Run 1, met1 routing:
Drawn at 4 px/µm. Cells faint in the background.
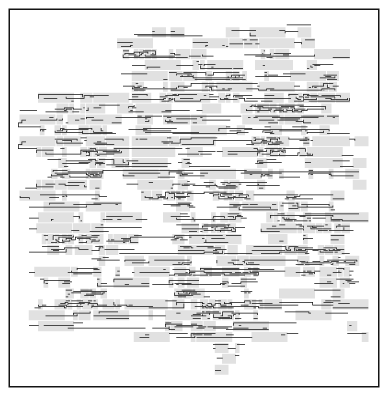
Run 1, metal 2:
Drawn at 4 px/µm.
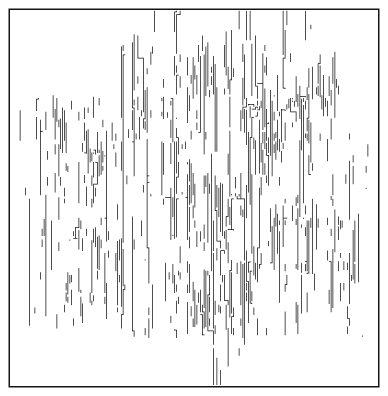
Run 1, signal wires on met3:
Drawn at 3 px/µm. Cells faint in the background.
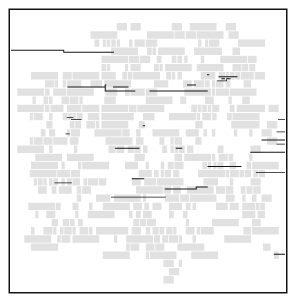
[src/rtl/ball_pocket_tracker.sv]
// Per-ball pocket detector: counts ball/hole pixel overlap each frame and confirms a pocket
// only after CONFIRM_FRAMES consecutive qualifying frames, then reports it to the game controller.
module ball_pocket_tracker #(
  parameter int NUM_BALLS      = 2,
  parameter int OVERLAP_MIN    = 16,
  parameter int CONFIRM_FRAMES = 3
) (
  input  logic                 clk,
  input  logic                 resetN,
  input  logic                 startOfFrame,
  input  logic [NUM_BALLS:0]   ball_draw_req,
  input  logic                 hole_draw_req,
  input  logic [2:0]           hole_id,
  input  logic                 restore_balls,
  output logic [NUM_BALLS:0]   balls_in_game,
  output logic [NUM_BALLS:0]   ballhole_collide,
  output logic [2:0]           curr_Hole_id
);

  localparam int             NB            = NUM_BALLS + 1;
  localparam logic [7:0]     OVERLAP_MIN_W = 8'(OVERLAP_MIN);
  localparam logic [3:0]     CONFIRM_W     = 4'(CONFIRM_FRAMES);

  typedef enum logic [1:0] {IN_PLAY, SINKING, POCKETED} state_t;

  logic [NB-1:0]       pocket_now;
  logic [NB-1:0][2:0]  cand_hole;

  genvar gi;
  generate
    for (gi = 0; gi < NB; gi++) begin : g_ball
      state_t     state_q, state_d;
      logic [7:0] pix_cnt_q, pix_cnt_d;
      logic [3:0] frame_cnt_q, frame_cnt_d;
      logic [2:0] cand_q, cand_d;
      logic       pocket_d;
      logic       qualify;

      assign qualify        = (pix_cnt_q >= OVERLAP_MIN_W);
      assign pocket_now[gi] = pocket_d;
      assign cand_hole[gi]  = cand_q;

      always_comb begin
        state_d     = state_q;
        pix_cnt_d   = pix_cnt_q;
        frame_cnt_d = frame_cnt_q;
        cand_d      = cand_q;
        pocket_d    = 1'b0;
        if (restore_balls) begin
          // Restore wins over a coincident frame boundary: that frame's result is dropped.
          state_d     = IN_PLAY;
          pix_cnt_d   = 8'd0;
          frame_cnt_d = 4'd0;
        end else if (startOfFrame) begin
          pix_cnt_d = 8'd0;
          case (state_q)
            IN_PLAY: begin
              if (qualify) begin
                if (CONFIRM_W == 4'd1) begin
                  state_d  = POCKETED;
                  pocket_d = 1'b1;
                end else begin
                  state_d     = SINKING;
                  frame_cnt_d = 4'd1;
                end
              end
            end
            SINKING: begin
              if (!qualify) begin
                state_d     = IN_PLAY;
                frame_cnt_d = 4'd0;
              end else if (frame_cnt_q + 4'd1 == CONFIRM_W) begin
                state_d     = POCKETED;
                frame_cnt_d = 4'd0;
                pocket_d    = 1'b1;
              end else begin
                frame_cnt_d = frame_cnt_q + 4'd1;
              end
            end
            default: ;
          endcase
        end else if (ball_draw_req[gi] && hole_draw_req && state_q != POCKETED) begin
          if (pix_cnt_q == 8'd0) cand_d = hole_id;
          if (pix_cnt_q != 8'hFF) pix_cnt_d = pix_cnt_q + 8'd1;
        end
      end

      always_ff @(posedge clk or negedge resetN) begin
        if (!resetN) begin
          state_q     <= IN_PLAY;
          pix_cnt_q   <= 8'd0;
          frame_cnt_q <= 4'd0;
          cand_q      <= 3'd0;
        end else begin
          state_q     <= state_d;
          pix_cnt_q   <= pix_cnt_d;
          frame_cnt_q <= frame_cnt_d;
          cand_q      <= cand_d;
        end
      end
    end
  endgenerate

  logic [NB-1:0] balls_in_game_q, balls_in_game_d;
  logic [NB-1:0] collide_q, collide_d;
  logic [2:0]    hole_q, hole_d;

  always_comb begin
    balls_in_game_d = balls_in_game_q;
    collide_d       = '0;
    hole_d          = hole_q;
    if (restore_balls) begin
      balls_in_game_d = '1;
    end else begin
      balls_in_game_d = balls_in_game_q & ~pocket_now;
      collide_d       = pocket_now;
      // Descending scan so the lowest-index ball pocketed this frame names the hole.
      for (int i = NB - 1; i >= 0; i--) begin
        if (pocket_now[i]) hole_d = cand_hole[i];
      end
    end
  end

  always_ff @(posedge clk or negedge resetN) begin
    if (!resetN) begin
      balls_in_game_q <= '1;
      collide_q       <= '0;
      hole_q          <= 3'd0;
    end else begin
      balls_in_game_q <= balls_in_game_d;
      collide_q       <= collide_d;
      hole_q          <= hole_d;
    end
  end

  assign balls_in_game    = balls_in_game_q;
  assign ballhole_collide = collide_q;
  assign curr_Hole_id     = hole_q;

endmodule

[config.mk]
export PLATFORM = sky130hd
export DESIGN_NAME = ball_pocket_tracker
export DESIGN_NICKNAME = d
export VERILOG_FILES = /design/src/rtl/ball_pocket_tracker.sv
export SDC_FILE = /design/constraint.sdc
export NUM_CORES = 1
export LEC_CHECK = 0
export CORE_AREA = 2 2 90 92
export DETAILED_ROUTE_END_ITERATION = 7
export DIE_AREA = 0 0 92 94
export SLEW_MARGIN = 20
export SYNTH_ARGS = -nofsm -noshare
export SYNTH_HDL_FRONTEND = slang
export SYNTH_SLANG_ARGS = --single-unit
[constraint.sdc]
create_clock -name clk -period 6.72 [get_ports clk]
set_clock_uncertainty 0.2 [all_clocks]
set_input_delay 2.016 -clock clk [delete_from_list [all_inputs] [get_ports clk]]
set_output_delay 2.016 -clock clk [all_outputs]
set_load 0.03 [all_outputs]
==> results.txt, run 1 <==
Notes on the flow outputs.

- The flow ran to the end, and the final reports show no timing, DRC or antenna violations.
- The first-pass iteration count of the detailed router is 4.
- The category of cells accounting for the largest share of critical-path delay is simple AND/OR/NAND/NOR gates.
- The net count after synthesis is 347.
- The root cell of the clock tree is clkbuf_8.
- The critical path goes through clkdlybuf4s50_1 > or2_2 > or4b_4 > nor3_4 > mux2_2.
- Counting flops and latches in the post-synthesis netlist gives 60.
- The timing report gives the biggest stage delay along the critical path as 640 ps.
- The final max-slew violation count is 0.
- After synthesis, the chip area reported by Yosys is 3180 µm².
- The yosys cell count reads 324.
- The final-layout worst hold slack is 264 ps.
- The number of buffers between clock root and the deepest sink is 2.
- The distinct cell type count of the synthesized netlist reads 56.
- The setup total negative slack reads 0 ps.
- The chip area is 8650 µm².
- Per the detail_route report, vias per standard cell equal 5.37.
- The number of violations of the max-capacitance limit is 0.
- The number of H-tree branching levels reads 3.
- The final antenna diode tally reported by the flow is 0.
- The completed layout was analyzed and its total power is 0.837 mW.
- Summing the sequential cell areas from Yosys gives 47.4% of the chip area.
- The number of top-level pins reads 20.
- Setup repair after global routing left no endpoint under its margin.
- Buffers placed on the I/O ports in this run total 19.
- For the pin with the worst max-slew slack, the measured transition is 937 ps.
- The count of warnings emitted by yosys reads 0.
## Picture notes: 'met1 routing'
longest straight run: 35.9 µm
wire length on this layer: 3,090 µm

## Picture notes: 'metal 2'
nets with wire on the layer: 297
main direction: vertical
share of all routed wire: 47%
wire length on this layer: 2,970 µm

## Picture notes: 'signal wires on met3'
longest straight run: 19.1 µm
main direction: horizontal
wire length on this layer: 206 µm
nets with wire on the layer: 19
total vias in the final route: 2,454
fraction of met3 tracks used by global routing: 4.33%
total wirelength of the detailed-routed design: 6.35 mm

## run 1: per-layer routing
layer	vias up	GRT usage [%]	wire, µm
met5	-	0	0
met4	0	4.48	82
met3	9	4.33	205
met2	43	25.8	2970
met1	1184	21.0	3090
li1	1218	-	-
## run 1: final cells by class
class                      instances  area [µm²]  share of cell area [%]
sequential                        60        1510                    40.8
tap                              102         128                    3.46
clock inverter                     7        91.3                    2.47
timing repair buffer              20         193                    5.22
clock buffer                       9         124                    3.35
multi-input combinational        236        1570                    42.4
inverter                          23        86.3                    2.34
## run 1: final timing paths
kind | slack, ps | startpoint | cells after the start | to
hold reg to reg | 260 | balls_in_game[0] | 2 | balls_in_game[0]
min in group asynchronous | 1610 | resetN | 2 | g_ball[0].frame_cnt_q[3]
setup reg to reg | 4250 | g_ball[0].pix_cnt_q[7] | 5 | g_ball[0].state_q[0]
hold / removal | 260 | balls_in_game[0] | 2 | balls_in_game[0]
max in group asynchronous | 4180 | resetN | 2 | g_ball[2].cand_q[0]
setup / recovery | 2360 | restore_balls | 5 | g_ball[2].cand_q[0]
## run 1: worst min-delay path: cells and delay by family (launching register included)
family / cells / cell delay (ps)
simple gates: 2 / 100
flops: 1 / 370
## run 1: sequential cells by signal (all words and copies together), names as in the netlist
name	count
g_ball.cand_q	9
g_ball.frame_cnt_q	12
ballhole_collide	3
g_ball.state_q	6
g_ball.pix_cnt_q	24
curr_Hole_id	3
balls_in_game	3
## run 1: cells in the mapped netlist, types with 2 or more instances
| cell | count | area [µm²] |
|---|---|---|
| nand2_1 | 28 | 105 |
| a31oi_1 | 4 | 25.0 |
| or2_2 | 3 | 18.8 |
| o211a_1 | 3 | 30.0 |
| nand3_1 | 14 | 70.1 |
| xor2_1 | 5 | 43.8 |
| mux2_2 | 6 | 67.6 |
| a21o_1 | 3 | 22.5 |
| nor4_1 | 7 | 43.8 |
| o22ai_1 | 2 | 12.5 |
| a21bo_2 | 2 | 20.0 |
| nor3b_1 | 5 | 37.5 |
| o211ai_1 | 2 | 15.0 |
| and4_1 | 3 | 26.3 |
| nor4b_1 | 3 | 26.3 |
| clkbuf_1 | 5 | 18.8 |
| ha_1 | 12 | 150 |
| nor2_1 | 29 | 109 |
| a221oi_1 | 3 | 26.3 |
| o21a_1 | 2 | 15.0 |
| and2_1 | 3 | 18.8 |
| o21ai_0 | 20 | 100 |
| dfstp_2 | 3 | 78.8 |
| mux2_1 | 2 | 22.5 |
| nand2b_1 | 2 | 12.5 |
| and3_1 | 3 | 18.8 |
| or4_1 | 3 | 22.5 |
| nand3b_1 | 2 | 15.0 |
| xnor2_1 | 16 | 140 |
| nand4_1 | 7 | 43.8 |
| dfrtp_1 | 57 | 1430 |
| nor3_1 | 10 | 50.1 |
| a21oi_1 | 9 | 45.0 |
| o31ai_1 | 3 | 22.5 |
| inv_1 | 22 | 82.6 |
## run 1: where the power goes
part	leakage, nW	switching, mW	internal (mW)	total, mW
Combinational	0.642	0.0476	0.0333	0.0809
Clock	0.109	0.145	0.207	0.352
Sequential	0.800	0.0180	0.386	0.404
==> run 2: changes to the inputs <==
==> constraint.sdc (replaced) <==
create_clock -name clk -period 4.2 [get_ports clk]
set_clock_uncertainty 0.2 [all_clocks]
set_input_delay 1.26 -clock clk [delete_from_list [all_inputs] [get_ports clk]]
set_output_delay 1.26 -clock clk [all_outputs]
set_load 0.03 [all_outputs]
Run 2, ports around the boundary:
Drawn at 4 px/µm. Pins as bars across the die edge, other pins in gray.
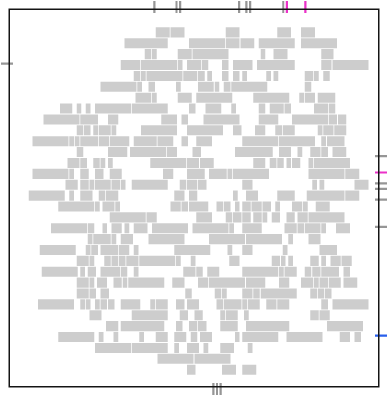
legend:
  `ballhole_collide`:
    color: magenta
    pins: 3
    direction: output
    edge: 2 top, 1 right
  `resetN`:
    color: blue
    pins: 1
    direction: input
    edge: right
all pins by edge: 9 top, 7 right, 3 bottom, 1 left
Die X: 92 µm
I/O Buffers: 19
height of the die: 94 µm

==> results.txt, run 2 <==
Notes on the flow outputs.

- The critical path capture point reads curr_Hole_id[1].
- The worst reg-to-reg setup slack reads 1770 ps.
- The number of buffers between clock root and the deepest sink reads 2.
- The routed via count reads 2,478.
- The combined flip-flop and latch cell area is 1510 µm².
- After floorplanning, the die was sized to cover 8650 µm².
- Sequential elements use 47.4% of the synthesized area.
- Using the TritonRoute via totals, the vias-per-cell ratio works out to 5.36.
- The transition time recorded at the tightest slew-check pin is 945 ps.
- The register with the most flip-flops in the layout has 24 of them.
- The total length of routed wires is 6.39 mm.
- The net count after synthesis reads 347.
- The combined area of the multi-input logic cells reads 1570 µm².
- The top cell type's share of synthesized area reads 44.9%.
- In this run the critical register-to-register path is captured at g_ball[2].cand_q[0].
- The synthesis run shows the most used standard cells to be dfrtp_1, nor2_1, nand2_1.
- Setup repair after global routing left no endpoint under its margin.
- The synthesized chip area reported by yosys reads 3180 µm².
- CTS placed an instance of clkbuf_8 at the clock tree root.
- The number of H-tree branching levels is 3.
- Walking the worst path, the cells encountered are clkdlybuf4s50_1 > buf_4 > clkinv_1 > nand4_1 > o32ai_1 > o211a_1 > o21ai_0.
- The leading area contributor after synthesis is dfrtp_1.
- The final antenna diode count reads 0.
- The path depth of the worst reg2reg path is 4.
- The synthesized netlist contains 56 unique library cells.
- The first-pass iteration count of the detailed router reads 4.
- The largest registers in the layout are g_ball.pix_cnt_q x24, g_ball.frame_cnt_q x12, g_ball.cand_q x9.
- The setup total negative slack is 0 ps.
- The floorplan report gives the top-level pin count as 20.
- The flop and latch count out of synthesis reads 60.
- The flow ran to the end, and the final reports show no timing, DRC or antenna violations.
- Yosys attributes the largest share of cell area to dfrtp_1, ha_1, xnor2_1.
- The count of warnings emitted by yosys is 0.
- For reference, the critical path is launched at restore_balls.
- The yosys cell count reads 324.
- Max-slew check failures listed in the final report amount to 0.
- The post-synthesis cell type with the largest instance count reads dfrtp_1.
Run 2, met1 routing:
Drawn at 4 px/µm. Cells faint in the background.
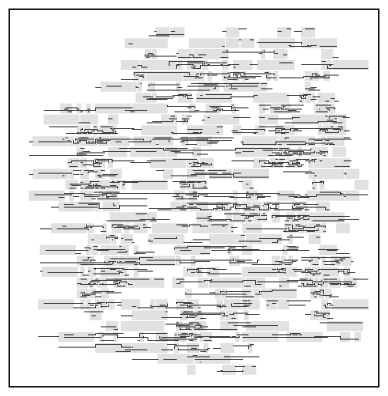
longest straight run: 41.4 µm
share of all routed wire: 46%

[run 2: cell counts after synthesis]
Identical to the previous run, type by type.
[run 2: area by class of cell]
cell class / count / share of cell area [%]
clock buffers: 9 / 3.30
clock inverters: 7 / 3.07
inverters: 23 / 2.30
multi-input cells: 236 / 41.7
flip-flops and latches: 60 / 40.1
well taps: 102 / 3.40
repair buffers: 25 / 6.13
[run 2: report_power, final]
group / switching, mW / internal, mW
Clock: 0.232 / 0.391
Combinational: 0.0764 / 0.0553
Sequential: 0.0279 / 0.617
[run 2: how the worst min path moves through the flow]
stage / startpoint / slack [ps] / depth (start not counted) / to
finish: balls_in_game[0] / 260 / 2 / balls_in_game[0]
global route: balls_in_game[0] / 280 / 2 / balls_in_game[0]
CTS: balls_in_game[0] / 260 / 2 / balls_in_game[0]
detailed placement: balls_in_game[0] / 250 / 2 / balls_in_game[0]
global placement: balls_in_game[0] / 250 / 2 / balls_in_game[0]
floorplan: g_ball[0].cand_q[0] / 250 / 2 / curr_Hole_id[0]
[run 2: critical path, delay by kind of cell]
kind / cells / cell delay, ps
buffers and inverters: 3 / 800
and+or+nand+nor: 1 / 260
AOI/OAI and AO/OA: 3 / 1060
[run 2: logic make-up (layout without fill, tap and decap cells)]
group	Yosys count	count (layout)	share of synthesized area [%]
AOI/OAI and AO/OA	65	65	13.9
buffers and inverters	28	64	3.31
muxes	8	8	2.84
xor gates and xnor gates	21	21	5.79
adders and majority gates	12	12	4.73
DFF	60	60	47.4
and+or+nand+nor	130	130	22.1
[run 2: metal layers]
metal / track usage, % / part of all wire (%) / routed length [µm]
met5: 0 / 0 / 0
met3: 4.49 / 4.2 / 269
met4: 7.09 / 1.7 / 110
met1: 20.3 / 46 / 2960
met2: 27.2 / 48 / 3050
[run 2: per-stage QoR]
| stage | instances | power, mW | instance area (µm²) | hold WS (ps) |
|---|---|---|---|---|
| final | 462 | 1.40 | 3750 | 259 |
| after global routing | 462 | 1.47 | 3750 | 278 |
| after CTS | 462 | 1.42 | 3750 | 263 |
| after detailed placement | 446 | 0.789 | 3520 | 250 |
| after global placement | 446 | 0.787 | 3520 | 252 |
| after floorplan | 324 | 0.738 | 3180 | 246 |
==> run 3: changes to the inputs <==
==> constraint.sdc (replaced) <==
create_clock -name clk -period 3.4 [get_ports clk]
set_clock_uncertainty 0.2 [all_clocks]
set_input_delay 1.02 -clock clk [delete_from_list [all_inputs] [get_ports clk]]
set_output_delay 1.02 -clock clk [all_outputs]
set_load 0.03 [all_outputs]
Run 3, track usage over the die:
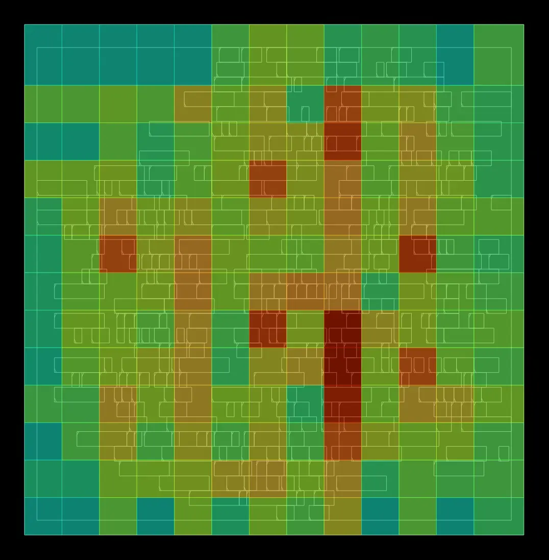
met2 track utilization from global routing: 26.2%
GRT Resource Usage Total: 16.8%

==> results.txt, run 3 <==
Notes on the flow outputs.

- The flow ran to the end, and the final reports show no timing, DRC or antenna violations.
- Summed over all instances, the cell type with the most area after synthesis is dfrtp_1.
- The net count after synthesis is 347.
- The final max-slew violation count is 0.
- The number of cells reported by Yosys stat comes to 324.
- The worst register-to-register path ends at curr_Hole_id[2].
- The chip area reads 8650 µm².
- The path depth of the worst reg2reg path reads 6.
- Yosys reports a chip area of 3180 µm².
- The horizontal extent of the die reads 92 µm.
- In the final layout, the registers with the most flip-flops are g_ball.pix_cnt_q x24, g_ball.frame_cnt_q x12, g_ball.cand_q x9.
- The largest register by flop count reads g_ball.pix_cnt_q.
- The worst hold path passes through 2 cells.
- Setup repair after global routing left no endpoint under its margin.
- The combined area of the multi-input logic cells reads 1570 µm².
- The post-synthesis cell type with the largest instance count reads dfrtp_1.
- The floorplan report gives the top-level pin count as 20.
- In this run the most critical hold path is launched from balls_in_game[0].
- The post-synthesis sequential area ratio reads 47.4%.
- The layer carrying the most global-route usage is met2.
- Per report_power, the clock group accounts for 46.9% of the total.
- Counting flops and latches in the post-synthesis netlist gives 60.
- The internal power component reads 1.40 mW.
- The top cell type's share of synthesized area reads 44.9%.
- The total of buffers placed on input and output ports is 19.
- The final antenna diode count reads 0.
- The register with the most flip-flops in the layout has 24 of them.
- The net load switching power is 0.419 mW.
- For flop-to-flop paths, the worst setup slack is 930 ps.
- The number of buffers between clock root and the deepest sink reads 2.
- The endpoint of the worst hold path reads balls_in_game[0].
- In the final timing run, aggregate negative setup slack is 0 ps.
- The combined flip-flop and latch cell area is 1510 µm².
- The launch point of the worst register-to-register path is recorded as g_ball[2].frame_cnt_q[1].
- The first-pass iteration count of the detailed router is 4.
- The ratio of routed vias to standard cells reads 5.20.
- The die height reads 94 µm.
- The main area contributors are dfrtp_1, ha_1, xnor2_1.
- In this run, the combinational gates consume 9.4% of the power.
- Per the CTS log, the root buffer master is clkbuf_8.
- The met3 track utilization from global routing is 3.21%.
- Looking at the power breakdown, sequential logic takes 43.8% of the total.
- The routed via count reads 2,423.
- By count the netlist is led by dfrtp_1, nor2_1, nand2_1.
Run 3, signal wires on met3:
Drawn at 3 px/µm. Cells faint in the background.
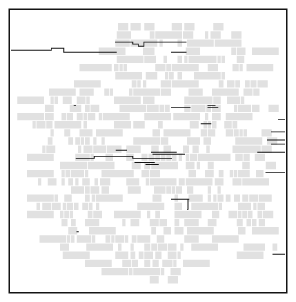
longest straight run: 17.5 µm
wire length on this layer: 194 µm

run 3: cells by family after synthesis:
group | share of synthesized area [%]
AOI/OAI and AO/OA | 13.9
xor gates and xnor gates | 5.79
adders and majority gates | 4.73
buffers and inverters | 3.31
DFF | 47.4
muxes | 2.84
and+or+nand+nor | 22.1
run 3: worst max-delay path by stage:
stage | start | to | slack, ps | cells after the start
after floorplan | startOfFrame | g_ball[2].cand_q[0] | 440 | 6
after global placement | startOfFrame | g_ball[1].frame_cnt_q[3] | 160 | 6
after detailed placement | startOfFrame | g_ball[1].frame_cnt_q[2] | 160 | 6
after CTS | startOfFrame | g_ball[1].frame_cnt_q[2] | 510 | 6
after global routing | restore_balls | curr_Hole_id[2] | 340 | 7
final | startOfFrame | g_ball[1].frame_cnt_q[2] | 490 | 6
run 3: metrics by stage:
| stage | instances | total power, mW | hold WS, ps | cell area (µm²) | util, % |
|---|---|---|---|---|---|
| 3_3_place_gp | 450 | 0.980 | 253 | 3560 | 46.8 |
| 3_5_place_dp | 450 | 0.983 | 259 | 3560 | 46.8 |
| 4_1_cts | 466 | 1.84 | 269 | 3830 | 50.3 |
| 2_1_floorplan | 324 | 0.911 | 246 | 3180 | - |
| 6_report | 466 | 1.82 | 271 | 3830 | 50.3 |
| 5_1_grt | 466 | 1.90 | 304 | 3830 | 50.3 |
run 3: routing by layer:
layer  routed length, µm  part of all wire [%]
met5                   0                     0
met4                 124                   1.9
met3                 194                   3.0
met2                2940                    45
met1                3270                    50
run 3: cell type report:
cell class              count  area share (%)
multi-input cells         236            40.9
clock inverters             3            2.35
inverters                  23            2.26
flip-flops and latches     60            39.3
clock buffers              13            4.67
repair buffers             29            7.13
well taps                 102            3.33
run 3: power by group through the flow:
stage / Clock [mW] / Combinational [mW] / Sequential (mW)
2_1_floorplan: 0 / 0.110 / 0.801
3_3_place_gp: 0 / 0.170 / 0.809
3_5_place_dp: 0 / 0.172 / 0.811
4_1_cts: 0.870 / 0.174 / 0.797
5_1_grt: 0.900 / 0.195 / 0.805
6_report: 0.854 / 0.171 / 0.797
run 3: critical path: cells and delay by family:
family	cells	cell delay (ps)
compound gates	3	1230
buf+inv	3	700
No activity file was given, so power comes from the tool's default toggle rates.
